Fig. 1: met3 routing
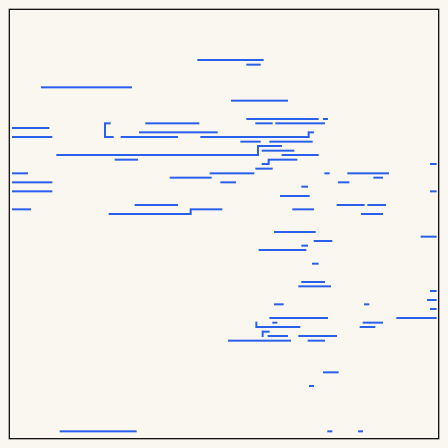
Fig. 2: routing congestion
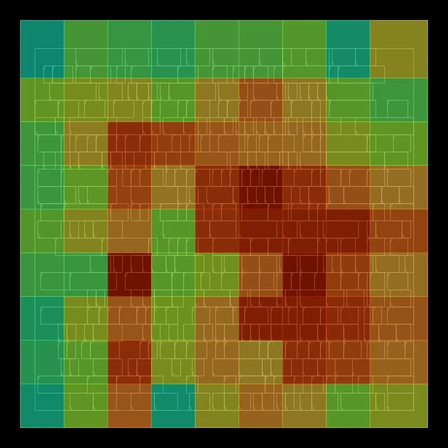
Fig. 3: ports around the boundary
Pins as bars across the die edge, other pins in grey.
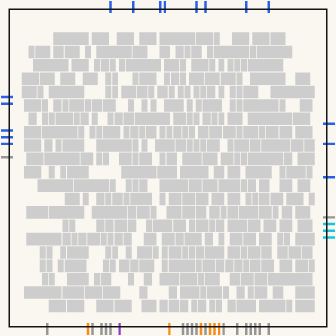
Fig. 4: register map, names as in the netlist
Other sequential cells in the stronger grey, the rest of the logic in the fainter grey.
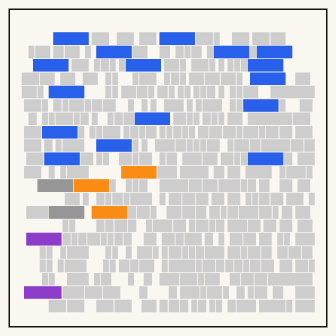
### config.mk
export PLATFORM = sky130hd
export DESIGN_NAME = pipe_flow_ctrl_n
export DESIGN_NICKNAME = d
export VERILOG_FILES = /design/src/rtl/pipe_flow_ctrl_n.sv
export SDC_FILE = /design/constraint.sdc
export NUM_CORES = 1
export LEC_CHECK = 0
export ABC_AREA = 1
export ABC_CLOCK_PERIOD_IN_PS = 2300
export CORE_MARGIN = 2
export CORE_UTILIZATION = 50
export DETAILED_ROUTE_END_ITERATION = 12
export PLACE_DENSITY = 0.81
export SKIP_LAST_GASP = 1
export SLEW_MARGIN = 20
export SYNTH_ARGS = -nofsm -noshare
export SYNTH_HDL_FRONTEND = slang
export SYNTH_SLANG_ARGS = --single-unit
### constraint.sdc
create_clock -name clk -period 2.3 [get_ports clk]
set_input_delay 0.46 -clock clk [delete_from_list [all_inputs] [get_ports clk]]
set_output_delay 0.46 -clock clk [all_outputs]
set_load 0.01 [all_outputs]
### src/rtl/pipe_flow_ctrl_n.sv
// pipe_flow_ctrl_n: per-register write-enable/bubble generation with post-reset hold, debug drain/idle and stall counting
module pipe_flow_ctrl_n #(
  parameter int NUM_REGS   = 6,
  parameter int IDX_W      = 3,
  parameter int RESET_HOLD = 4,
  parameter int CNT_W      = 16
) (
  input  logic                clk,
  input  logic                reset,
  input  logic [NUM_REGS-1:0] stall_req,
  input  logic                redirect,
  input  logic [IDX_W-1:0]    redirect_stage,
  input  logic                drain_req,
  input  logic                resume,
  output logic [NUM_REGS-1:0] reg_we,
  output logic [NUM_REGS-1:0] reg_reset,
  output logic [1:0]          state,
  output logic                drained,
  output logic [CNT_W-1:0]    stall_cycles
);
  localparam int HW = RESET_HOLD > 1 ? $clog2(RESET_HOLD) : 1;
  typedef enum logic [1:0] {HOLD, RUN, DRAIN, IDLE} state_t;
  state_t st, st_n;
  logic [HW-1:0] hold_cnt, hold_n;
  logic [IDX_W-1:0] drain_cnt, drain_n, s_idx;
  logic s_any, rd_ok, drain_stall;
  logic [NUM_REGS-1:0] st_we, st_rst, rd_mask, run_we, run_rst;
  assign state = st;
  assign drained = st == IDLE;
  assign drain_stall = |stall_req[NUM_REGS-1:1];
  // Stall/redirect arbitration: the oldest stalled stage freezes everything younger; an older redirect overrides it
  always_comb begin
    s_any = |stall_req;
    s_idx = '0;
    for (int i = 0; i < NUM_REGS; i++)
      if (stall_req[i]) s_idx = IDX_W'(i);
    rd_ok = redirect && redirect_stage != '0 && int'(redirect_stage) < NUM_REGS &&
            !(s_any && s_idx >= redirect_stage);
    for (int i = 0; i < NUM_REGS; i++) begin
      st_we[i] = !(s_any && i <= int'(s_idx));
      st_rst[i] = s_any && i == int'(s_idx) + 1;
      rd_mask[i] = rd_ok && i <= int'(redirect_stage);
    end
    run_we = st_we | rd_mask;
    run_rst = st_rst | (rd_mask & ~NUM_REGS'(1));
  end
  // Per-state output selection; DRAIN blocks new fetches but still lets a redirect load the PC
  always_comb begin
    reg_we = st == RUN ? run_we : st == DRAIN ? {run_we[NUM_REGS-1:1], rd_ok} : '0;
    reg_reset = st == HOLD ? '1 : st == RUN ? run_rst : st == DRAIN ? (run_rst | NUM_REGS'(2)) : '0;
  end
  // Next-state and sequencer counters
  always_comb begin
    st_n = st;
    hold_n = hold_cnt;
    drain_n = drain_cnt;
    case (st)
      HOLD: begin
        hold_n = hold_cnt + 1'b1;
        if (hold_cnt == HW'(RESET_HOLD - 1)) st_n = RUN;
      end
      RUN: if (drain_req) st_n = DRAIN;
      DRAIN:
        if (!drain_req) begin
          st_n = RUN;
          drain_n = '0;
        end else if (!drain_stall) begin
          drain_n = drain_cnt + 1'b1;
          if (drain_cnt == IDX_W'(NUM_REGS - 3)) begin
            st_n = IDLE;
            drain_n = '0;
          end
        end
      IDLE: if (resume) st_n = RUN;
      default: st_n = HOLD;
    endcase
  end
  // State registers and saturating count of fetch-stalled RUN cycles
  always_ff @(posedge clk) begin
    if (!reset) begin
      st <= HOLD;
      hold_cnt <= '0;
      drain_cnt <= '0;
      stall_cycles <= '0;
    end else begin
      st <= st_n;
      hold_cnt <= hold_n;
      drain_cnt <= drain_n;
      if (st == RUN && !reg_we[0] && !(&stall_cycles)) stall_cycles <= stall_cycles + 1'b1;
    end
  end
endmodule

==> flow_summary_export.csv <==
group,metric,value,unit
final_layout,comb_area_share,48.84,%
hold_path,hold_path_class,"register to register",
setup_path,cp_cell_sequence,"buf_8 > o21ai_4 > nand2_2 > ha_4 > inv_2 > nand2_2 > nand2_2 > nand2_2 > nand2_2 > nand2_4 > buf_6 > nand2_4 > a21oi_2 > o21ai_1 > buf_2",
final_layout,flop-count,23,
status,result_of_the_run,"finished with violations",
setup_path,timing.setup.critical_path_class,"primary input to output pin",
floorplan,fp.dieArea,0.004134,mm²
pwr,p_seq_share,31.8,%
final_timing,min_period_over_period,108.0,%
final_timing,slew_headroom,78.34,%
final_timing,fin_setup_tns,-1.472,ns
pwr,p_comb,0.000844,W
logic_synthesis,top_cells_by_area,"sky130_fd_sc_hd__dfxtp_1, sky130_fd_sc_hd__nand2_1, sky130_fd_sc_hd__ha_1",
logic_synthesis,number_of_enable_type_register_cells_in_the_synthesized_netlist,0,
clock_network,tritoncts,"yes",
final_timing,fin_skew,0.006488,ns
placement,dp_hpwl,3370,µm
setup_path,cp.depth,15,
logic_synthesis,postSynthRegisterBits,23,
route,route.detailed.drc,0,
setup_path,worstReg2RegStart,"stall_cycles[0]$_SDFFE_PN0P_",
logic_synthesis,avgSynthCellArea,6.401,µm²
setup_path,timing.critical_path.fanout_max,4,
status,violations,"negative setup slack",
hold_path,worst_hold_startpoint,"drain_cnt[2]$_SDFFE_PN0P_",
pwr,power.ir.vdd_worst,0.0005639,V
global_route,grt_pass1_vias,1936,
logic_synthesis,dominantRegCellSynth,"sky130_fd_sc_hd__dfxtp_1",
setup_path,worst-endpoint-required,1.84,ns
global_route,number_of_antenna_violations_at_the_first_check_in_global_routing,0,
setup_path,r2r_cells,9,
clock_network,clkTransAtPathRegs,0.13,ns
final_timing,tmin_final,2.484,ns
logic_synthesis,yosys.stat.chipArea,0.001818,mm²
final_layout,regMostFlops,"stall_cycles",
logic_synthesis,simple_gate_area_share,36.06,%
final_layout,layout.non_clock_inverters,40,
global_route,grt_overflow,0,
pwr,net-switching-power,0.0006497,W
route,via_per_inst,5.377,
logic_synthesis,netlist.top_cell.by_instances,"sky130_fd_sc_hd__nand2_1",
logic_synthesis,ys_seq_share,25.33,%
final_layout,drive_gt1_share,35.92,%
setup_path,r2r_end,"stall_cycles[0]$_SDFFE_PN0P_",
final_timing,finalSetupViolations,13,
logic_synthesis,netlist_instances,284,
global_route,globalRouteTotalUtil,24.49,%
logic_synthesis,synth-compound-area-share,15.55,%
clock_network,clk_latency,0.32,ns
setup_path,worstSetupStartpointType,"primary input",
final_timing,final_setup_slack_of_the_worst_path,-0.1837,ns
logic_synthesis,top_area_cell_type_share_of_the_netlist_area,25.33,%
setup_path,worstPathArrival,2.02,ns
hold_path,cell_count_of_the_worst_hold_path,2,
final_timing,max_freq,0.4026,GHz
final_timing,tightestPinTransition,0.3238,ns
setup_path,cp_endpoint_kind,"output pin",
route,antenna_violating_nets_post_route,0,
route,m1WireLength,2461,µm
logic_synthesis,ys_cells,284,
About Fig. 1:
share of all routed wire	5.7%
wire length on this layer	353 µm
nets with wire on the layer	54
Routed Wire Length: 6218 µm
count of vias placed by the detailed router: 2253
GR Util met3: 2.289%

About Fig. 2:
grt met2 use: 44.27%
most congested layer reported by global routing: met2

About Fig. 3:
colour	port	pins	direction	edge
orange	reg_reset	6	output	south
cyan	redirect_stage	3	input	east
purple	drain_req	1	input	south
blue	stall_cycles	16	output	8 north, 5 west, 3 east
all pins by edge	24 south, 8 north, 7 east, 6 west
Die H: 64.30 µm
count of input and output buffers: 44
Die Wd: 64.30 µm

About Fig. 4:
colour	signal	flops
orange	drain_cnt	3
blue	stall_cycles	16
purple	state	2
not coloured	2
utilization of the core after routing: 82.20%
reported sequential group power: 0.000484 W
sequential portion of the cell area: 16.44%
total area of sequential cells: 461.7 µm²

Power and IR drop assume default switching activity.
